<file path="src/rtl/dlfi_pkg.sv">
// Shared lane definitions for the adder-tree data path: lane width, the sign-extension
// helper and the flat-vector lane-select macro.
`ifndef DLFI_PKG_SV
`define DLFI_PKG_SV
`define DLFI_LANE_SEL(vec, i) vec[(i)*dlfi_pkg::LANE_W +: dlfi_pkg::LANE_W]

package dlfi_pkg;
  localparam int LANE_W = 32;

  // Sign-extend the low 'width' bits of data to a full lane.
  function automatic logic [LANE_W-1:0] sext_lane(input logic [LANE_W-1:0] data,
                                                  input int width);
    logic signed [LANE_W-1:0] shifted;
    shifted = $signed(data << (LANE_W - width));
    return shifted >>> (LANE_W - width);
  endfunction
endpackage
`endif

</file>
<file path="src/rtl/psum_vector_packer_if.sv">
// Product stream in, packed lane vector out. The master modport is the environment
// (product producer plus adder tree); the slave modport is the packer itself.
interface psum_vector_packer_if
  import dlfi_pkg::*;
#(
  parameter int DATA_BITWIDTH   = 8,
  parameter int BREADTH_OF_TREE = 32
);
  localparam int LANES_W = $clog2(BREADTH_OF_TREE) + 1;

  // valid/ready: a beat transfers on a rising edge where valid && ready; once valid is
  // raised the sender holds valid and payload stable until that edge.
  logic                                s_valid;
  logic                                s_ready;
  logic [DATA_BITWIDTH-1:0]            s_data;
  logic                                s_last;
  logic                                m_valid;
  logic                                m_ready;
  logic [LANE_W*BREADTH_OF_TREE-1:0]   m_data;
  logic [LANES_W-1:0]                  m_lanes;

  modport master (output s_valid, s_data, s_last, m_ready,
                  input  s_ready, m_valid, m_data, m_lanes);
  modport slave  (input  s_valid, s_data, s_last, m_ready,
                  output s_ready, m_valid, m_data, m_lanes);
endinterface

</file>
<file path="src/rtl/psum_vector_packer_bank.sv">
// One ping-pong bank: BREADTH lanes of LANE_W bits with single-lane write,
// one-cycle whole-bank clear and flat read-out.
module psum_bank
  import dlfi_pkg::*;
#(
  parameter int BREADTH = 32,
  parameter int IDX_W   = $clog2(BREADTH)
) (
  input  logic                      clk,
  input  logic                      rst,
  input  logic                      we_i,
  input  logic [IDX_W-1:0]          idx_i,
  input  logic [LANE_W-1:0]         wdata_i,
  input  logic                      clr_i,
  output logic [LANE_W*BREADTH-1:0] rdata_o
);
  logic [LANE_W-1:0] lane_q [BREADTH];

  // A full bank is never written, so clear and write never collide.
  always_ff @(posedge clk or posedge rst) begin
    if (rst) begin
      for (int i = 0; i < BREADTH; i++) lane_q[i] <= '0;
    end else if (clr_i) begin
      for (int i = 0; i < BREADTH; i++) lane_q[i] <= '0;
    end else if (we_i) begin
      lane_q[idx_i] <= wdata_i;
    end
  end

  for (genvar g = 0; g < BREADTH; g++) begin : g_rd
    assign `DLFI_LANE_SEL(rdata_o, g) = lane_q[g];
  end
endmodule

</file>
<file path="src/rtl/psum_vector_packer.sv">
// Packs a stream of signed products into BREADTH-lane sign-extended vectors for the
// adder tree, using two banks so one fills while the other waits to be taken.
module psum_vector_packer
  import dlfi_pkg::*;
#(
  parameter int DATA_BITWIDTH   = 8,
  parameter int BREADTH_OF_TREE = 32
) (
  input logic              clk,
  input logic              rst,
  psum_vector_packer_if.slave bus
);
  localparam int IDX_W   = $clog2(BREADTH_OF_TREE);
  localparam int LANES_W = IDX_W + 1;
  localparam int VEC_W   = LANE_W * BREADTH_OF_TREE;

  if (BREADTH_OF_TREE < 2 || (BREADTH_OF_TREE & (BREADTH_OF_TREE - 1)) != 0) begin : g_bad_breadth
    $error("psum_vector_packer: BREADTH_OF_TREE must be a power of two and >= 2");
  end
  if (DATA_BITWIDTH < 1 || DATA_BITWIDTH > LANE_W) begin : g_bad_width
    $error("psum_vector_packer: DATA_BITWIDTH must be in 1..LANE_W");
  end

  logic [IDX_W-1:0]        cnt_q, cnt_d;
  logic                    wr_bank_q, wr_bank_d;
  logic                    rd_bank_q, rd_bank_d;
  logic [1:0]              full_q, full_d;
  logic [1:0][LANES_W-1:0] lanes_q, lanes_d;
  logic [1:0][VEC_W-1:0]   bank_data;

  logic              accept, commit, release_v;
  logic [LANE_W-1:0] lane_wdata;

  assign accept     = bus.s_valid && !full_q[wr_bank_q];
  assign commit     = accept && (bus.s_last || cnt_q == IDX_W'(BREADTH_OF_TREE - 1));
  assign release_v  = full_q[rd_bank_q] && bus.m_ready;
  assign lane_wdata = sext_lane(LANE_W'(bus.s_data), DATA_BITWIDTH);

  for (genvar g = 0; g < 2; g++) begin : g_bank
    psum_bank #(.BREADTH(BREADTH_OF_TREE)) u_bank (
      .clk     (clk),
      .rst     (rst),
      .we_i    (accept && (wr_bank_q == 1'(g))),
      .idx_i   (cnt_q),
      .wdata_i (lane_wdata),
      .clr_i   (release_v && (rd_bank_q == 1'(g))),
      .rdata_o (bank_data[g])
    );
  end

  // Commit and release touch different banks, so both updates apply on the same edge.
  always_comb begin
    cnt_d     = cnt_q;
    wr_bank_d = wr_bank_q;
    rd_bank_d = rd_bank_q;
    full_d    = full_q;
    lanes_d   = lanes_q;
    if (accept) cnt_d = cnt_q + IDX_W'(1);
    if (commit) begin
      full_d[wr_bank_q]  = 1'b1;
      lanes_d[wr_bank_q] = LANES_W'(cnt_q) + LANES_W'(1);
      cnt_d              = '0;
      wr_bank_d          = ~wr_bank_q;
    end
    if (release_v) begin
      full_d[rd_bank_q] = 1'b0;
      rd_bank_d         = ~rd_bank_q;
    end
  end

  always_ff @(posedge clk or posedge rst) begin
    if (rst) begin
      cnt_q     <= '0;
      wr_bank_q <= 1'b0;
      rd_bank_q <= 1'b0;
      full_q    <= 2'b00;
      lanes_q   <= '0;
    end else begin
      cnt_q     <= cnt_d;
      wr_bank_q <= wr_bank_d;
      rd_bank_q <= rd_bank_d;
      full_q    <= full_d;
      lanes_q   <= lanes_d;
    end
  end

  assign bus.s_ready = !full_q[wr_bank_q];
  assign bus.m_valid = full_q[rd_bank_q];
  assign bus.m_data  = full_q[rd_bank_q] ? bank_data[rd_bank_q] : '0;
  assign bus.m_lanes = full_q[rd_bank_q] ? lanes_q[rd_bank_q] : '0;
endmodule

</file>
<file path="src/flat_wrapper.sv">
// flat-port wrapper written by rule: the top's interface ports become plain ports
module psum_vector_packer_flat import dlfi_pkg::*;
#(
  parameter int DATA_BITWIDTH   = 8,
  parameter int BREADTH_OF_TREE = 32
)
  (clk, rst, bus_s_valid, bus_s_data, bus_s_last, bus_m_ready, bus_s_ready, bus_m_valid, bus_m_data, bus_m_lanes);
  psum_vector_packer_if #(.DATA_BITWIDTH(DATA_BITWIDTH), .BREADTH_OF_TREE(BREADTH_OF_TREE)) bus_i ();
  input logic clk;
  input logic rst;
  input wire logic [$bits(bus_i.s_valid)-1:0] bus_s_valid;
  input wire logic [$bits(bus_i.s_data)-1:0] bus_s_data;
  input wire logic [$bits(bus_i.s_last)-1:0] bus_s_last;
  input wire logic [$bits(bus_i.m_ready)-1:0] bus_m_ready;
  output wire logic [$bits(bus_i.s_ready)-1:0] bus_s_ready;
  output wire logic [$bits(bus_i.m_valid)-1:0] bus_m_valid;
  output wire logic [$bits(bus_i.m_data)-1:0] bus_m_data;
  output wire logic [$bits(bus_i.m_lanes)-1:0] bus_m_lanes;
  assign bus_i.s_valid = bus_s_valid;
  assign bus_i.s_data = bus_s_data;
  assign bus_i.s_last = bus_s_last;
  assign bus_i.m_ready = bus_m_ready;
  assign bus_s_ready = bus_i.s_ready;
  assign bus_m_valid = bus_i.m_valid;
  assign bus_m_data = bus_i.m_data;
  assign bus_m_lanes = bus_i.m_lanes;
  psum_vector_packer #(.DATA_BITWIDTH(DATA_BITWIDTH), .BREADTH_OF_TREE(BREADTH_OF_TREE)) u_core (.clk(clk), .rst(rst), .bus(bus_i));
endmodule
</file>
<file path="config.mk">
export PLATFORM = sky130hd
export DESIGN_NAME = psum_vector_packer_flat
export DESIGN_NICKNAME = d
export VERILOG_FILES = /design/src/rtl/dlfi_pkg.sv /design/src/rtl/psum_vector_packer_if.sv /design/src/rtl/psum_vector_packer_bank.sv /design/src/rtl/psum_vector_packer.sv /design/src/flat_wrapper.sv
export SDC_FILE = /design/constraint.sdc
export NUM_CORES = 1
export LEC_CHECK = 0
export ABC_AREA = 1
export CORE_AREA = 3 3 409 411
export CTS_CLUSTER_DIAMETER = 30
export DETAILED_ROUTE_END_ITERATION = 12
export DIE_AREA = 0 0 412 414
export GPL_TIMING_DRIVEN = 1
export PLACE_DENSITY = 0.5
export SLEW_MARGIN = 20
export SYNTH_ARGS = -nofsm -noshare
export SYNTH_HDL_FRONTEND = slang
export SYNTH_SLANG_ARGS = --single-unit
</file>
<file path="constraint.sdc">
create_clock -name clk -period 49.4 [get_ports clk]
set_input_delay 9.88 -clock clk [delete_from_list [all_inputs] [get_ports clk]]
set_output_delay 9.88 -clock clk [all_outputs]
set_load 0.03 [all_outputs]
</file>
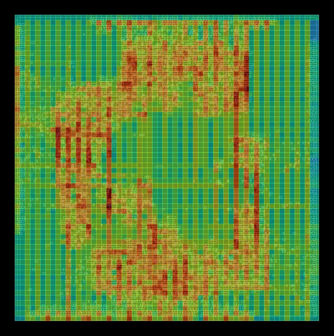
**Above:** congestion heat map.
M2 GR Usage: 25.3%
met3 capacity usage during global routing: 2.85%
gr usage total: 14.9%
GR peak layer: met2

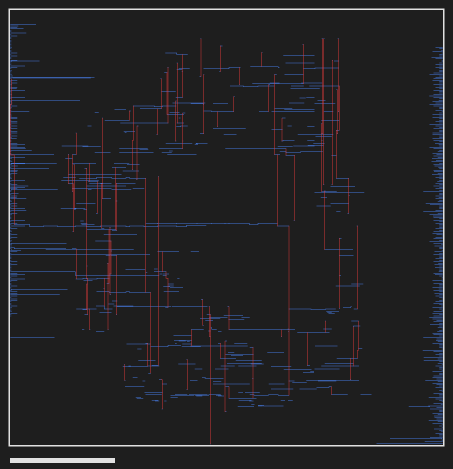
**Above:** signal wires by layer.
Bar = 100 um. Two of the layers only.
- red: metal 4 (wire length 4,030 um)
- blue: metal 3 (wire length 8,110 um)
WL per Instance: 18.3 um
final WL: 132 mm

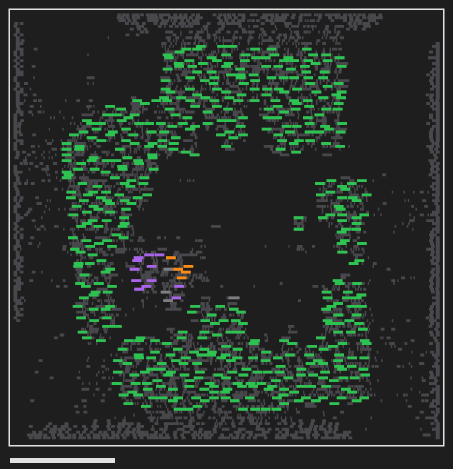
**Above:** where the registers sit.
Bar = 100 um. Other sequential cells in the stronger gray, the rest of the logic in the fainter gray.
- green: u_core.g_bank.u_bank.rdata_o (placed flops 512)
- orange: u_core.cnt_q (placed flops 5; where center)
- purple: u_core.lanes_q (placed flops 12)
- not colored: 4
Flop+latch power: 0.534 mW
Util after Layout: 26.9%
Flop area: 0.0133 mm2

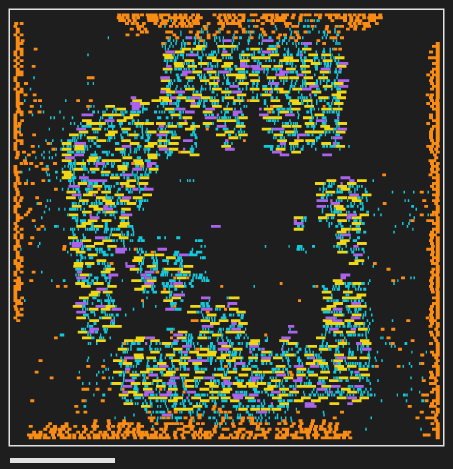
**Above:** placed cells, one color a class.
Bar = 100 um.
- yellow: sequential cells (cells 533; share of their area 32%)
- cyan: combinational and other logic (cells 3,148; share of their area 30%)
- purple: clock drivers and dummy loads (cells 243; share of their area 12%)
- orange: remaining buffers and delay cells (cells 1,079; share of their area 26%)
core box area: 0.164 mm2
sequential portion of the cell area: 30.2%
Core Rows: 149

==> reports/qor.csv <==
metric;value;unit
period_needed;15120;ps
max_slew_margin;28.4;%
synth_cells;4625;
cts_buffers;136;
antenna_found_initial;7;
cts_tree;yes;
fin_setup_tns;0;ps
top_cells_by_area;dfrtp_1 41%, nand2_1 28%, buf_4 18%, nand3_1 3.3%, inv_1 3.3%;
postSynthAreaPerCell;7.01;um2
clk_pin_slew_worst_paths;40;ps
yosys-top-cells-count;2,406 x nand2_1, 779 x buf_4, 533 x dfrtp_1;
status;completed;
max-clock-path-buffers;3;
holdBufCountCts;0;
nets;4916;
fp_util;19.7;%
leakagePower;23.2;nW
cp_max_fo;118;
post-place-ws;35000;ps
fmax;66.1;MHz
worst_pin_slew;1070;ps
p_total;2.08;mW
dr.first_iter.drc_count;2043;
area.combinational;0.0113;mm2
die_h;414;um
fin_cells;7196;
yosysCellCount;4625;
post_cts_buffers;0;
largest_area_cell;dfrtp_1;
p_per_area;47.2;mW/mm2
finalClockPeriodUsage;30.6;%
yosysMostFrequentCell;nand2_1;
warning_count;38;
clock_latency;730;ps
hold_path_class;reg2reg;
detail-route-antenna-nets;0;
worst_ep_required_time;39520;ps
synth_top_area_share;41.1;%
grt_pass1_wl;189;mm
die_width;412;um
detail_route.vias_per_cell;3.98;
die_area;0.171;mm2
drv_cap;0;
use_met1;18.7;%
cp.arrival;5240;ps
flop_cell;dfrtp_1;
setup_slack;34280;ps
firstDrtPassIters;5;
final_cell_area;0.0442;mm2
postSynthSeqShare;41.1;%
postCtsResizedCells;0;
portBuffers;1044;
cts_root_buf;clkbuf_16;
critPathKind;reg2out;
ys_ff;533;
ys_async_sr_fraction;100;%
timing.hold.ws;463;ps
worst_setup_path_end_kind;primary output;
setup_viol;0;
placed_cell_area;0.0393;mm2
dp.cells;6949;
yosys_area;0.0324;mm2
vias;28624;
area_growth;36.3;%
ioPinCount;1045;
synthesis.area;0.0324;mm2
fin_skew;30.9;ps
hold_violations;0;
enable_flop_cells;0;
-- final cells by class --
class                   instances  area share (%)
flip-flops and latches        533            30.2
multi-input cells            2818            25.5
repair buffers               1079            24.3
clock buffers                 179            8.91
well taps                    2189            6.20
inverters                     330            2.84
clock inverters                64            2.05
diodes                          4          0.0226
-- worst max-delay path: stages, from the launching register on --
cell and delay [ps]:
dfrtp_4 780, inv_8 740, buf_4 640, buf_4 610, nand2_1 100, nand2_1 120, nand2_1 70, inv_1 490
clkdlybuf4s50_1 790
-- final timing paths --
| check | startpoint | end | slack, ps | depth (start not counted) |
|---|---|---|---|---|
| max | u_core.rd_bank_q | bus_m_data[692] | 34280 | 8 |
| min | u_core.g_bank[1].u_bank.rdata_o[386] | u_core.g_bank[1].u_bank.rdata_o[386] | 460 | 2 |
| max reg2reg | u_core.rd_bank_q | u_core.g_bank[0].u_bank.rdata_o[480] | 45110 | 8 |
| min reg2reg | u_core.g_bank[1].u_bank.rdata_o[386] | u_core.g_bank[1].u_bank.rdata_o[386] | 460 | 2 |
| max in group asynchronous | rst | u_core.g_bank[0].u_bank.rdata_o[549] | 36410 | 5 |
| min in group asynchronous | rst | u_core.g_bank[0].u_bank.rdata_o[3] | 9740 | 2 |
-- layer usage --
layer	up-vias	wire length [um]
li1	13709	-
met2	1107	63900
met3	208	8110
met4	0	4030
met1	13600	56000
met5	-	0
-- logic make-up (layout without fill, tap and decap cells) --
kind of cell	Yosys count	after routing	synth area share [%]
and+or+nand+nor	2727	2727	33.1
DFF	533	533	41.1
AOI/OAI and AO/OA	86	86	1.34
other	0	4	0
buffers and inverters	1274	1652	24.2
adders and majority gates	5	5	0.193
-- layout by cell type, fill, tap and decap left out, drive strengths merged, types with 8 or more instances in the layout --
master	Yosys	layout
nand2	2412	2412
clkdlybuf4s50	0	1044
dfrtp	533	533
inv	329	332
nand3	222	222
clkbuf	55	179
o21ai	79	79
nor2	73	73
clkinv	1	36
buf	889	35
nand4	20	20
bufinv	0	18
clkinvlp	0	8
-- where the power goes --
group	leakage (nW)	switching, mW	internal (mW)	total [mW]
Clock	2.38	0.282	0.649	0.932
Sequential	7.37	0.0423	0.491	0.534
Combinational	13.5	0.465	0.154	0.619
Total	23.2	0.790	1.29	2.08
-- sequential cells by signal, summed over array words and instances (netlist names) --
name / flops
u_core.cnt_q: 5
u_core.full_q: 2
u_core.g_bank.u_bank.rdata_o: 512
u_core.lanes_q: 12
u_core.rd_bank_q: 1
u_core.wr_bank_q: 1
Power figures rest on the tool's default switching activity, not on a simulated workload.
